### config.mk
export PLATFORM = sky130hd
export DESIGN_NAME = round_robin_arbiter4
export DESIGN_NICKNAME = d
export VERILOG_FILES = /design/src/rtl/round_robin_arbiter4.sv
export SDC_FILE = /design/constraint.sdc
export NUM_CORES = 1
export LEC_CHECK = 0
export ABC_AREA = 1
export CORE_UTILIZATION = 35
export CTS_CLUSTER_DIAMETER = 150
export DETAILED_ROUTE_END_ITERATION = 8
export GPL_TIMING_DRIVEN = 0
export HOLD_SLACK_MARGIN = 0.06
export PLACE_DENSITY = 0.58
export SYNTH_ARGS = -nofsm -noshare
export SYNTH_HDL_FRONTEND = slang
export SYNTH_SLANG_ARGS = --single-unit
### constraint.sdc
create_clock -name clock -period 4.1 [get_ports clock]
set_input_delay 0.82 -clock clock [delete_from_list [all_inputs] [get_ports clock]]
set_output_delay 0.82 -clock clock [all_outputs]
set_load 0.005 [all_outputs]
### src/rtl/round_robin_arbiter4.sv
// round_robin_arbiter4: four-way round-robin arbiter with registered one-hot grant and index.
// Optional hold timeout with per-requester blocking is built when ARB_TIMEOUT_EN is defined.
module round_robin_arbiter4 #(
  parameter int HOLD_MAX = 255,
  parameter int CNT_W    = 8
) (
  input  logic       clock,
  input  logic       reset,
  input  logic [3:0] request,
  output logic [3:0] grantOut,
  output logic [1:0] grantIndex,
  output logic       grantValid,
  output logic       timeoutPulse
);

  if (HOLD_MAX < 1 || HOLD_MAX > (1 << CNT_W) - 1) begin : g_bad_hold_max
    $error("round_robin_arbiter4: HOLD_MAX outside 1..2^CNT_W-1");
  end

  typedef enum logic [0:0] {
    IDLE = 1'b0,
    BUSY = 1'b1
  } state_t;

  state_t     state_q, state_d;
  logic [3:0] grant_q, grant_d;
  logic [1:0] index_q, index_d;
  logic [1:0] last_q, last_d;
  logic [3:0] blocked;
  logic [3:0] eligible;
  logic       hold_expired;
  logic [1:0] winner;
  logic [1:0] cand;
  logic       found;

`ifdef ARB_TIMEOUT_EN
  logic [CNT_W-1:0] cnt_q;
  logic [3:0]       blocked_q;
  logic             pulse_q;
  logic             revoke;

  assign hold_expired = (cnt_q == CNT_W'(HOLD_MAX - 1));
  assign revoke       = (state_q == BUSY) && request[index_q] && hold_expired;
  assign blocked      = blocked_q;

  // Blocked bits persist only while the requester keeps its request high.
  always_ff @(posedge clock or posedge reset) begin
    if (reset) begin
      cnt_q     <= '0;
      blocked_q <= 4'b0000;
      pulse_q   <= 1'b0;
    end else begin
      cnt_q     <= (state_q == BUSY) ? cnt_q + 1'b1 : '0;
      blocked_q <= (blocked_q & request) | (revoke ? grant_q : 4'b0000);
      pulse_q   <= revoke;
    end
  end

  assign timeoutPulse = pulse_q;
`else
  assign hold_expired = 1'b0;
  assign blocked      = 4'b0000;
  assign timeoutPulse = 1'b0;
`endif

  assign eligible = request & ~blocked;

  // Search upward from the requester after the last owner, wrapping 3 -> 0.
  always_comb begin
    winner = last_q;
    found  = 1'b0;
    cand   = 2'd0;
    for (int k = 1; k <= 4; k++) begin
      cand = last_q + 2'(k);
      if (!found && eligible[cand]) begin
        winner = cand;
        found  = 1'b1;
      end
    end
  end

  always_comb begin
    state_d = state_q;
    grant_d = grant_q;
    index_d = index_q;
    last_d  = last_q;
    unique case (state_q)
      IDLE: begin
        if (found) begin
          state_d = BUSY;
          grant_d = 4'b0001 << winner;
          index_d = winner;
          last_d  = winner;
        end
      end
      BUSY: begin
        if (!request[index_q] || hold_expired) begin
          state_d = IDLE;
          grant_d = 4'b0000;
        end
      end
      default: state_d = IDLE;
    endcase
  end

  always_ff @(posedge clock or posedge reset) begin
    if (reset) begin
      state_q <= IDLE;
      grant_q <= 4'b0000;
      index_q <= 2'd0;
      last_q  <= 2'd3;
    end else begin
      state_q <= state_d;
      grant_q <= grant_d;
      index_q <= index_d;
      last_q  <= last_d;
    end
  end

  assign grantOut   = grant_q;
  assign grantIndex = index_q;
  assign grantValid = |grant_q;

endmodule

Run 1, sequential cells grouped by signal name:
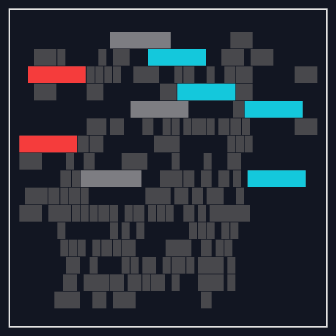
| signal | color | placed flops |
|---|---|---|
| grantIndex | red | 2 |
| grantOut | cyan | 4 |
not colored: 3
Final Util: 47.7%
Seq. pwr: 164 µW
register area: 228 µm²
Seq area share: 23.4%

Run 1, selected gate families:
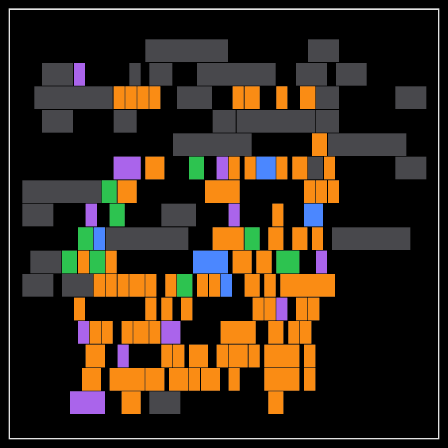
| family | color | cells |
|---|---|---|
| NAND gates | orange | 77 |
| NOR gates | blue | 5 |
| inverters | purple | 11 |
| inverting AOI/OAI gates | green | 9 |
Non-Filler Instances: 159
most common logic cell in the routed design: nand2_1

Run 1, power grid:
Pins as bars on the die edge.
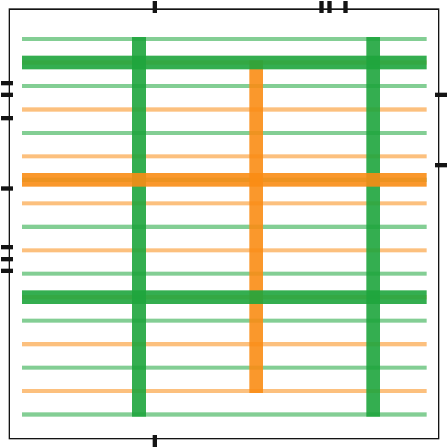
| net | color |
|---|---|
| VDD | orange |
| VSS | green |
met1 rails: 17
signal pins: 14
met5 straps: 3
Die Y: 49.6 µm
Peak VDD IR: 449 µV
Die X: 49.6 µm
core area: 2040 µm²

==> run summary, run 1 <==
maximum clock frequency: 410 MHz
tool warnings: 26
Die ar.: 2460 µm²
Cell Type Count: 24
Hold EP: grantOut[0]$_DFFE_PP0P_
# rows: 16
# DRC: 0
final-stage net count: 139
synthesized instance count: 116
n_diodes: 0
GR Util All Layers: 14.8%
Yosys top cell by area: nand2_1
Comb pwr share: 74.6%
CTS tree: done
reg2reg end: grantOut[2]$_DFFE_PP0P_
remaining antenna violation count: 0
worst flop-to-flop path startpoint: last_q[0]$_DFFE_PP1P_
fin crit share: 59.5%
Syn Nets: 122
Req. time, crit path: 3.28 ns
MaxCap Viol Count: 0
Worst EP arrival: 1.62 ns
min cycle time layout: 2.44 ns
Cell Int Power: 433 µW
DR vias: 735
Sw Share: 52.8%
TritonCTS Sinks: 9
layout cells sized above 1: 26.5%
CTS Buf Count: 3
CP max FO: 3
setup_tns: 0 ns
number of global-route vias before repair: 672
Worst setup SP type: flop
hold path depth: 2
Top cell area share: 22.2%
status: complete, no violations
run 1: power by group through the flow:
stage / Sequential, µW / Combinational [µW] / Clock, µW
after floorplan: 164 / 532 / 0
after global placement: 165 / 680 / 0
after detailed placement: 167 / 686 / 0
after CTS: 166 / 690 / 73.3
after global routing: 170 / 767 / 79.1
final: 164 / 685 / 69.3
run 1: state kept, by name (all words and copies together) (netlist names):
signal	flops
grantIndex	2
state_q	1
grantOut	4
last_q	2
run 1: placed cells by master (no fill, tap or decap), drive strengths merged:
| cell | instances |
|---|---|
| nand2 | 63 |
| nand3 | 14 |
| clkdlybuf4s50 | 12 |
| inv | 11 |
| dfrtp | 7 |
| o21ai | 6 |
| nor2 | 5 |
| clkbuf | 3 |
| buf | 3 |
| a21oi | 2 |
| dfstp | 2 |
| o21bai | 1 |
| or4 | 1 |
| conb | 1 |
| clkinv | 1 |
run 1: final cells by class:
type	count	area, µm²	share of cell area, %
repair buffers	12	120	12.3
inverters	11	56.3	5.78
flip-flops and latches	9	228	23.4
plain buffers	3	30.0	3.08
multi-input cells	93	479	49.2
clock inverters	1	5.00	0.513
clock buffers	3	22.5	2.31
well taps	27	33.8	3.47
run 1: cell families after synthesis:
| family | share of synthesized area (%) |
|---|---|
| and+or+nand+nor | 53.9 |
| other | 0.473 |
| AOI/OAI and AO/OA | 5.99 |
| buffers and inverters | 10.9 |
| DFF | 28.7 |
run 1: critical path, cell delays in order, from the launching register on:
cell and delay [ns]:
dfrtp_1 0.40, or4_1 0.51, clkdlybuf4s50_1 0.46
run 1: worst max path at each step:
stage	startpoint	end	slack, ns
2_1_floorplan	grantOut[3]$_DFFE_PP0P_	grantValid	2.37
3_5_place_dp	request[3]	grantOut[2]$_DFFE_PP0P_	1.75
6_report	grantOut[3]$_DFFE_PP0P_	grantValid	1.66
4_1_cts	grantOut[3]$_DFFE_PP0P_	grantValid	1.64
5_1_grt	grantOut[3]$_DFFE_PP0P_	grantValid	1.59
3_3_place_gp	request[3]	grantOut[2]$_DFFE_PP0P_	1.78
run 1: stage by stage:
step	area, µm²	instances	hold WS (ns)	total power, µW	worst slack [ns]
finish	975	159	0.526	919	1.66
global placement	947	155	0.512	845	1.78
global route	975	159	0.559	1020	1.59
detailed placement	947	155	0.516	853	1.75
CTS	975	159	0.532	929	1.64
floorplan	793	116	0.509	696	2.37
run 1: per-layer routing:
| layer | global-route usage [%] | wire length, µm |
|---|---|---|
| met5 | 0 | 0 |
| met4 | 0 | 0 |
| met3 | 6.48 | 55 |
| met2 | 24.1 | 767 |
| met1 | 19.1 | 791 |
Run 1, cells colored by class:
The bar under the picture is 10 µm long. Fill, decap, tap and diode cells in gray.
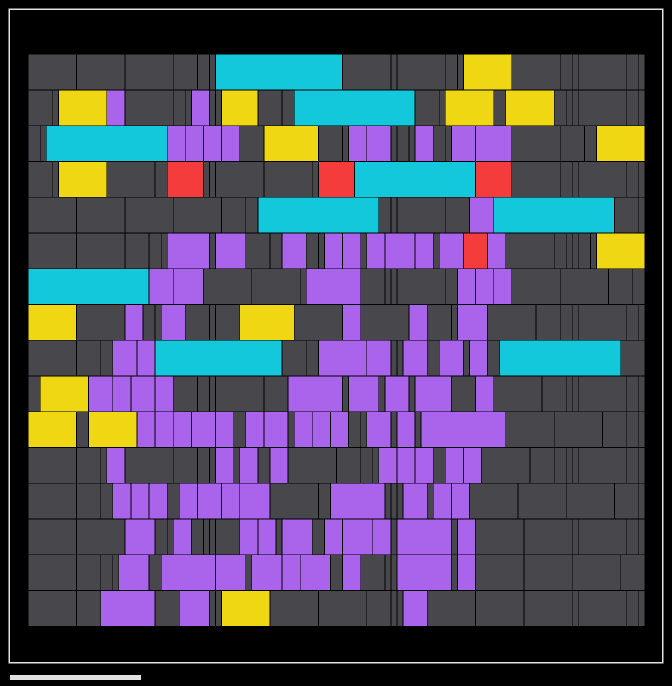

--- run 2 (diff from run 1) ---
Settings changed: PLACE_DENSITY 0.58 to 0.6.
Clock period 4.1 ns to 2.1 ns, I/O delays scaled along.
Run 2, cells colored by class:
The bar under the picture is 10 µm long. Fill, decap, tap and diode cells in gray.
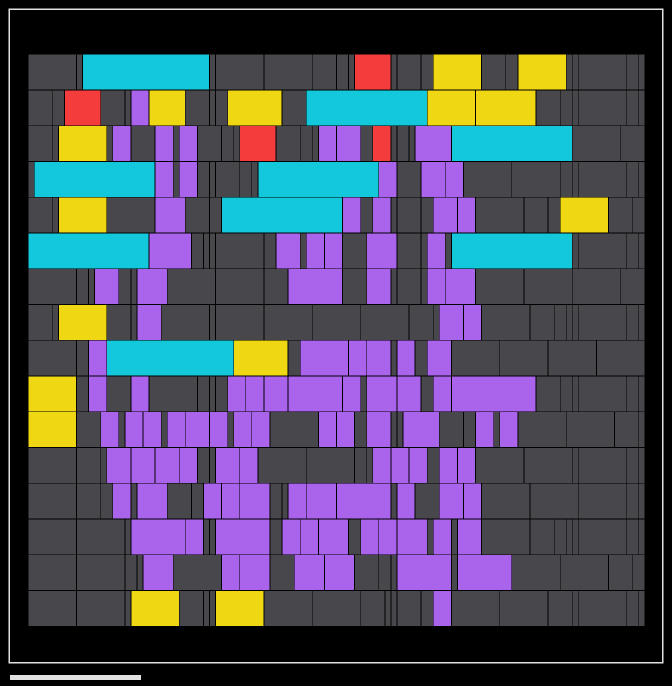
| class | color | cells | share of their area |
|---|---|---|---|
| flops | cyan | 9 | 24% |
| combinational and other logic | purple | 104 | 57% |
| other buffers and delay cells | yellow | 15 | 16% |
| clock drivers and dummy loads | red | 4 | 2.8% |
Seq area share: 23.3%
Final Util: 47.8%
# rows: 16

Run 2, sequential cells grouped by signal name:
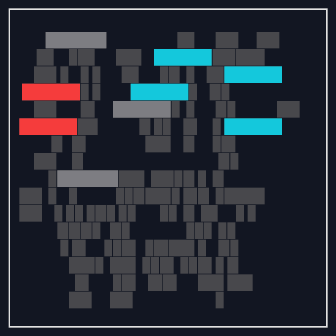
| signal | color | placed flops |
|---|---|---|
| grantIndex | red | 2 |
| grantOut | cyan | 4 |
not colored: 3
Seq. pwr: 322 µW

==> run 2 against run 1 <==
Critical endpoint unchanged. Clock skew down 0.0056 ns. Combinational power up 96%. Setup slack worse by 1.3 ns. Final area up 0.13%. Non-clock buffer count unchanged. Flip-flop count unchanged.
==> run summary, run 2 <==
Yosys top cell by area: nand2_1
Die Y: 49.6 µm (unchanged)
setup_tns: 0 ns (unchanged)
met2 WL: 744 µm (-3.0%)
tool warnings: 26 (unchanged)
synthesized instance count: 116 (unchanged)
design area: 976 µm² (+0.13%)
core area: 2040 µm² (unchanged)
Worst EP arrival: 1.32 ns (-0.30 ns)
GR Util All Layers: 13.5% (-1.2 points)
Worst path slowest cell: or4_1
TritonCTS Sinks: 9 (unchanged)
Max Used Layer: met3
placed insts: 155 (unchanged)
status: complete, no violations
worst-path cell chain: or4_1, dlymetal6s2s_1
crit path launch: grantOut[3]$_DFFE_PP0P_
Syn Nets: 122 (unchanged)
Die ar.: 2460 µm² (unchanged)
met3 wire length: 57 µm (+3.6%)
Top cell area share: 22.2% (unchanged)
Worst setup SP type: flop
Cell Type Count: 24 (unchanged)
most common logic cell in the routed design: nand2_1
min cycle time layout: 1.74 ns
met1 wire length: 794 µm (+0.38%)
CTS tree: done
most common logic cells in the final layout: nand2_1 (47), nand3_1 (12), nand2_2 (11), clkdlybuf4s50_1 (11), dfrtp_1 (7)
number of global-route vias before repair: 627 (-6.7%)
first-pass GRT wire length: 2580 µm
layout cells sized above 1: 25.8% (-0.76 points)
maximum clock frequency: 573 MHz
Post-DP Area: 947 µm² (unchanged)
Die X: 49.6 µm (unchanged)
DR vias: 745 (+1.4%)
fin crit share: 83.1%
remaining antenna violation count: 0 (unchanged)
worst flop-to-flop path startpoint: last_q[0]$_DFFE_PP1P_
# DRC: 0 (unchanged)
Non-Filler Instances: 159 (unchanged)
worst hold slack: 0.419 ns (-0.106 ns)
hold-fix buffers at CTS: 0
slowest stage delay, CP: 0.51 ns (about the same)
MaxCap Viol Count: 0 (unchanged)
delay-heaviest family, CP: simple AND/OR/NAND/NOR gates
CP max FO: 3 (unchanged)
Req. time, crit path: 1.68 ns (-1.60 ns)
Run 2, power grid:
Pins as bars on the die edge.
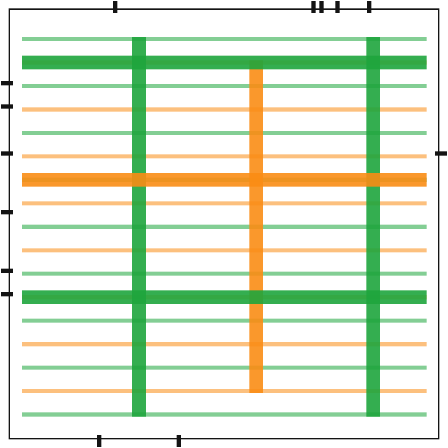
| net | color |
|---|---|
| VSS | green |
| VDD | orange |
met5 straps: 3
met1 rails: 17
Peak VDD IR: 785 µV

==> run 2: cell counts after synthesis <==
Identical to the previous run, type by type.
==> run 2: worst reg2reg max path: stages, from the launching register on <==
cell	delay [ns]
dfstp_2	0.52
buf_6	0.15
inv_8	0.06
nand2_1	0.07
nand2_1	0.07
nand2_1	0.06
nand2_1	0.13
nor2_1	0.17
nand2_1	0.07
nand3_1	0.09
nand2_2	0.08
nand2_1	0.08
nand2_1	0.05
==> run 2: worst max-delay path by stage <==
stage	cells past startpoint	endpoint	slack (ns)
4_1_cts	2	grantValid	0.05
2_1_floorplan	12	grantIndex[0]$_DFFE_PP0P_	0.57
6_report	2	grantValid	0.36
3_3_place_gp	12	grantOut[2]$_DFFE_PP0P_	0.18
3_5_place_dp	12	grantOut[2]$_DFFE_PP0P_	0.15
5_1_grt	2	grantValid	0.28
==> run 2: where the power goes <==
group	total (µW)	leakage (µW)	internal (µW)	switching, µW
sequential	322	0.000110	271	51.7
combinational	1340	0.000390	501	837
clock	134	0.0000150	73.2	60.3
total	1790	0.000515	845	949
==> run 2: cells by family (layout without fill, tap and decap cells) <==
family | Yosys count | in the layout | synth area share, %
other | 1 | 1 | 0.473
flip-flops | 9 | 9 | 28.7
AND/OR/NAND/NOR | 83 | 83 | 53.9
buffers and inverters | 14 | 30 | 10.9
AND-OR/OR-AND | 9 | 9 | 5.99
==> run 2: final cells by class <==
cell class / count / area, µm² / share of cell area [%]
clock buffers: 4 / 26.3 / 2.69
repair buffers: 12 / 123 / 12.6
multi-input cells: 93 / 479 / 49.1
flip-flops and latches: 9 / 228 / 23.3
well taps: 27 / 33.8 / 3.46
plain buffers: 3 / 30.0 / 3.08
inverters: 11 / 56.3 / 5.77
==> run 2: layer usage <==
| layer | vias up | GRT usage [%] |
|---|---|---|
| met5 | - | 0 |
| met4 | 0 | 2.38 |
| met3 | 0 | 4.63 |
| met2 | 14 | 20.3 |
| met1 | 337 | 18.9 |
| li1 | 394 | - |
==> run 2: per-stage QoR <==
| step | power (µW) | utilization [%] | setup slack, ns |
|---|---|---|---|
| floorplan | 1360 | - | 0.572 |
| finish | 1790 | 47.8 | 0.355 |
| detailed placement | 1670 | 46.4 | 0.149 |
| global route | 1970 | 47.8 | 0.283 |
| global placement | 1650 | 46.4 | 0.182 |
| CTS | 1810 | 47.7 | 0.0451 |
No activity file was given, so power comes from the tool's default toggle rates.
